### config.mk
export PLATFORM = sky130hd
export DESIGN_NAME = ps2_host_tx
export DESIGN_NICKNAME = d
export VERILOG_FILES = /design/src/rtl/ps2_pkg.sv /design/src/rtl/ps2_clk_edge.sv /design/src/rtl/ps2_host_tx.sv
export SDC_FILE = /design/constraint.sdc
export NUM_CORES = 1
export LEC_CHECK = 0
export CAP_MARGIN = 20
export CORE_MARGIN = 8
export CORE_UTILIZATION = 36
export CTS_CLUSTER_DIAMETER = 150
export CTS_CLUSTER_SIZE = 10
export DETAILED_ROUTE_END_ITERATION = 7
export MAX_ROUTING_LAYER = met4
export PLACE_DENSITY_LB_ADDON = 0.2
export SYNTH_ARGS = -nofsm -noshare
export SYNTH_HDL_FRONTEND = slang
export SYNTH_SLANG_ARGS = --single-unit
### constraint.sdc
create_clock -name clk -period 2.2 [get_ports clk]
set_input_delay 0.44 -clock clk [delete_from_list [all_inputs] [get_ports clk]]
set_output_delay 0.44 -clock clk [all_outputs]
set_load 0.05 [all_outputs]
### src/rtl/ps2_pkg.sv
// Shared PS/2 definitions: host-transmit state encoding, odd-parity helper and
// 50 MHz default timing constants, common to the PS/2 transmitter and receiver.
package ps2_pkg;

    typedef enum logic [2:0] {
        IDLE    = 3'd0,
        INHIBIT = 3'd1,
        REQ     = 3'd2,
        SHIFT   = 3'd3,
        ACK     = 3'd4
    } ps2_state_e;

    localparam int PS2_INHIBIT_CYCLES_50M = 5000;
    localparam int PS2_TIMEOUT_CYCLES_50M = 750000;

    function automatic logic odd_parity(input logic [7:0] d);
        return ~^d;
    endfunction

endpackage

### src/rtl/ps2_clk_edge.sv
// Falling-edge strobe for the filtered PS/2 clock line.
module ps2_clk_edge (
    input  logic clk,
    input  logic rst_n,
    input  logic ps2_clk_in,
    output logic fall
);

    logic clk_q;

    // Previous line level; resets high (idle bus) so a released line never looks like an edge.
    always_ff @(posedge clk or negedge rst_n) begin
        if (!rst_n) begin
            clk_q <= 1'b1;
        end else begin
            clk_q <= ps2_clk_in;
        end
    end

    assign fall = clk_q & ~ps2_clk_in;

endmodule

### src/rtl/ps2_host_tx.sv
// Host-to-device PS/2 transmitter: request-to-send, 11-bit odd-parity frame,
// device acknowledge check and a clock-release-to-ack timeout.
module ps2_host_tx
    import ps2_pkg::*;
#(
    parameter int INHIBIT_CYCLES = PS2_INHIBIT_CYCLES_50M,
    parameter int TIMEOUT_CYCLES = PS2_TIMEOUT_CYCLES_50M
) (
    input  logic       clk,
    input  logic       rst_n,
    input  logic [7:0] tx_data,
    input  logic       tx_start,
    input  logic       ps2_clk_in,
    input  logic       ps2_data_in,
    output logic       ps2_clk_oe,
    output logic       ps2_data_oe,
    output logic       busy,
    output logic       done,
    output logic       err
);

    localparam int IW = $clog2(INHIBIT_CYCLES + 1);
    localparam int TW = $clog2(TIMEOUT_CYCLES + 1);
    localparam logic [IW-1:0] INH_LAST = IW'(INHIBIT_CYCLES - 1);
    localparam logic [IW-1:0] INH_ONE  = IW'(1'b1);
    localparam logic [TW-1:0] TO_LAST  = TW'(TIMEOUT_CYCLES - 1);
    localparam logic [TW-1:0] TO_ONE   = TW'(1'b1);

    ps2_state_e    state_r, state_s;
    logic [IW-1:0] inh_cnt_r, inh_cnt_s;
    logic [TW-1:0] to_cnt_r, to_cnt_s;
    logic [3:0]    bit_idx_r, bit_idx_s;
    logic [7:0]    data_r, data_s;
    logic          clk_oe_r, clk_oe_s;
    logic          data_oe_r, data_oe_s;
    logic          busy_r, busy_s;
    logic          done_r, done_s;
    logic          err_r, err_s;
    logic          fall_s;
    logic          bit_val_s;
    logic          to_hit_s;

    ps2_clk_edge u_clk_edge (
        .clk        (clk),
        .rst_n      (rst_n),
        .ps2_clk_in (ps2_clk_in),
        .fall       (fall_s)
    );

    assign to_hit_s = (to_cnt_r == TO_LAST);

    // Level of the bit launched by the current falling edge: data LSB first, parity, stop.
    always_comb begin
        bit_val_s = 1'b1;
        case (bit_idx_r)
            4'd0, 4'd1, 4'd2, 4'd3,
            4'd4, 4'd5, 4'd6, 4'd7: bit_val_s = data_r[bit_idx_r[2:0]];
            4'd8:                   bit_val_s = odd_parity(data_r);
            default:                bit_val_s = 1'b1;
        endcase
    end

    // Next-state and next-output logic; the timeout has priority over a clock edge.
    always_comb begin
        state_s   = state_r;
        inh_cnt_s = inh_cnt_r;
        to_cnt_s  = to_cnt_r;
        bit_idx_s = bit_idx_r;
        data_s    = data_r;
        clk_oe_s  = 1'b0;
        data_oe_s = data_oe_r;
        busy_s    = busy_r;
        done_s    = 1'b0;
        err_s     = 1'b0;
        case (state_r)
            IDLE: begin
                data_oe_s = 1'b0;
                // A request in the cycle done/err pulses is dropped, not held over.
                if (tx_start && !done_r && !err_r) begin
                    data_s    = tx_data;
                    busy_s    = 1'b1;
                    clk_oe_s  = 1'b1;
                    inh_cnt_s = {IW{1'b0}};
                    state_s   = INHIBIT;
                end else begin
                    busy_s    = 1'b0;
                end
            end
            INHIBIT: begin
                clk_oe_s = 1'b1;
                if (inh_cnt_r == INH_LAST) begin
                    data_oe_s = 1'b1;
                    state_s   = REQ;
                end else begin
                    inh_cnt_s = inh_cnt_r + INH_ONE;
                end
            end
            REQ: begin
                data_oe_s = 1'b1;
                to_cnt_s  = {TW{1'b0}};
                bit_idx_s = 4'd0;
                state_s   = SHIFT;
            end
            SHIFT: begin
                to_cnt_s = to_cnt_r + TO_ONE;
                if (to_hit_s) begin
                    data_oe_s = 1'b0;
                    busy_s    = 1'b0;
                    err_s     = 1'b1;
                    state_s   = IDLE;
                end else if (fall_s) begin
                    data_oe_s = ~bit_val_s;
                    bit_idx_s = bit_idx_r + 4'd1;
                    state_s   = (bit_idx_r == 4'd9) ? ACK : SHIFT;
                end else begin
                    state_s   = SHIFT;
                end
            end
            ACK: begin
                data_oe_s = 1'b0;
                to_cnt_s  = to_cnt_r + TO_ONE;
                if (to_hit_s) begin
                    busy_s  = 1'b0;
                    err_s   = 1'b1;
                    state_s = IDLE;
                end else if (fall_s) begin
                    busy_s  = 1'b0;
                    done_s  = ~ps2_data_in;
                    err_s   = ps2_data_in;
                    state_s = IDLE;
                end else begin
                    state_s = ACK;
                end
            end
            default: begin
                data_oe_s = 1'b0;
                busy_s    = 1'b0;
                state_s   = IDLE;
            end
        endcase
    end

    // State, counters and registered pad/status outputs.
    always_ff @(posedge clk or negedge rst_n) begin
        if (!rst_n) begin
            state_r   <= IDLE;
            inh_cnt_r <= {IW{1'b0}};
            to_cnt_r  <= {TW{1'b0}};
            bit_idx_r <= 4'd0;
            data_r    <= 8'h00;
            clk_oe_r  <= 1'b0;
            data_oe_r <= 1'b0;
            busy_r    <= 1'b0;
            done_r    <= 1'b0;
            err_r     <= 1'b0;
        end else begin
            state_r   <= state_s;
            inh_cnt_r <= inh_cnt_s;
            to_cnt_r  <= to_cnt_s;
            bit_idx_r <= bit_idx_s;
            data_r    <= data_s;
            clk_oe_r  <= clk_oe_s;
            data_oe_r <= data_oe_s;
            busy_r    <= busy_s;
            done_r    <= done_s;
            err_r     <= err_s;
        end
    end

    assign ps2_clk_oe  = clk_oe_r;
    assign ps2_data_oe = data_oe_r;
    assign busy        = busy_r;
    assign done        = done_r;
    assign err         = err_r;

endmodule
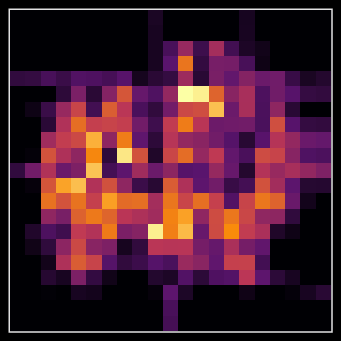
(signal metal coverage by tile)
(3 px per um) 21 x 21 tiles, from black (low) to pale yellow (high), scaled to the fullest tile. Values are wire area over tile area, all layers added.
emptiest ninth of the die: upper left
mean over tiles: 0.092
nearly empty tiles: 36%
densest ninth of the die: centre
fullest tile: 0.41
routed wire length: 6820 um
Avg WL per Cell: 14.6 um
Vias: 2550

==> results_dict.tcl <==
# flow metrics
set metrics [dict create \
    synth-edff-count 0 \
    die_w_um 107 \
    lay_top_cells "nand2_1, dfrtp_1, o21ai_0" \
    status "finished clean" \
    grt_first_pass_wirelength_um 12100 \
    fillers 803 \
    ys_sh_mux_pct 2.51 \
    ys.warnings.count 0 \
    hold_viol_final 0 \
    cts.clk_slew.worst_paths_ps 100 \
    required_ps 2430 \
    path_class "flip-flop to flip-flop" \
    ys.flop_type "dfrtp_1" \
    topCombFamilyByArea "simple AND/OR/NAND/NOR gates" \
    ios 18 \
    crit_arrival_ps 2260 \
    route.detailed.drc 0 \
    drive_gt1_share_pct 10.5 \
    netlist_top_cells_count "nand2_1, dfrtp_1, o21ai_0" \
    hold_class "input port to asynchronous set/reset pin" \
    finalSetupViolations 0 \
    log.warning_count 29 \
    relSlewSlack_pct 57.7 \
    portBuffers 17 \
    chipArea_um2 11500 \
    power_density_nw_per_um2 1060 \
    final_area_um2 3470 \
    first_global_vias 2546 \
    critPathCapture "bit_idx_r[1]" \
    yosysTopAreaCell "dfrtp_1" \
    fp_util_pct 36.7 \
    min_period_ps 2020 \
    finalNetCount 379 \
    ir_drop_v 0.000324 \
    synth-xor-area-share_pct 3.23 \
]
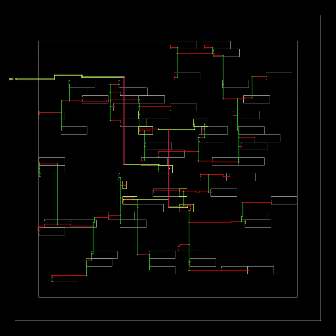
(clock wiring as the flow saved it)
Insertion Delay late pin: 310 ps
CLK BUF: 6
clock group power: 0.675 mW
Setup Skew: 11.3 ps

-- where the power goes --
group	internal (mW)	leakage (nW)	switching, mW	total [mW]
Combinational	0.683	0.650	0.822	1.50
Sequential	1.21	0.715	0.281	1.49
Clock	0.340	0.0514	0.334	0.675
-- through the flow --
step / cells / worst slack (ps) / util [%]
floorplan: 335 / 214 / -
global placement: 457 / -114 / 41.2
detailed placement: 457 / -106 / 41.2
CTS: 465 / 153 / 42.5
global route: 466 / -0.154 / 42.7
finish: 466 / 177 / 42.7
-- metal layers --
metal / track usage [%] / share of wire, % / routed length [um] / vias up
li1: - / - / - / 1263
met1: 16.0 / 47 / 3230 / 1249
met2: 21.2 / 48 / 3290 / 32
met3: 2.94 / 3.5 / 242 / 6
met4: 3.02 / 0.84 / 57 / 0
met5: - / 0 / 0 / -
-- cell type report --
| type | count | area [um2] | share of cell area (%) |
|---|---|---|---|
| flip-flops and latches | 54 | 1350 | 38.9 |
| clock buffers | 6 | 72.6 | 2.09 |
| multi-input cells | 262 | 1560 | 45.0 |
| repair buffers | 31 | 295 | 8.50 |
| clock inverters | 2 | 37.5 | 1.08 |
| well taps | 105 | 131 | 3.78 |
| inverters | 6 | 22.5 | 0.648 |
-- state kept, by name (all words and copies together) (netlist names) --
| name | cells |
|---|---|
| to_cnt_r | 20 |
| inh_cnt_r | 13 |
| data_r | 8 |
| bit_idx_r | 4 |
| state_r | 3 |
| busy | 1 |
| done | 1 |
| err | 1 |
| ps2_clk_oe | 1 |
| ps2_data_oe | 1 |
| u_clk_edge.clk_q | 1 |
-- worst max-delay path, cell delays in order, from the launching register on --
cell and delay, ps:
dfrtp_1 460, ha_1 240, and3_1 240, nand4_1 220, o31ai_2 420, buf_4 200
nand3_1 80, o211ai_1 100
No activity file was given, so power comes from the tool's default toggle rates.
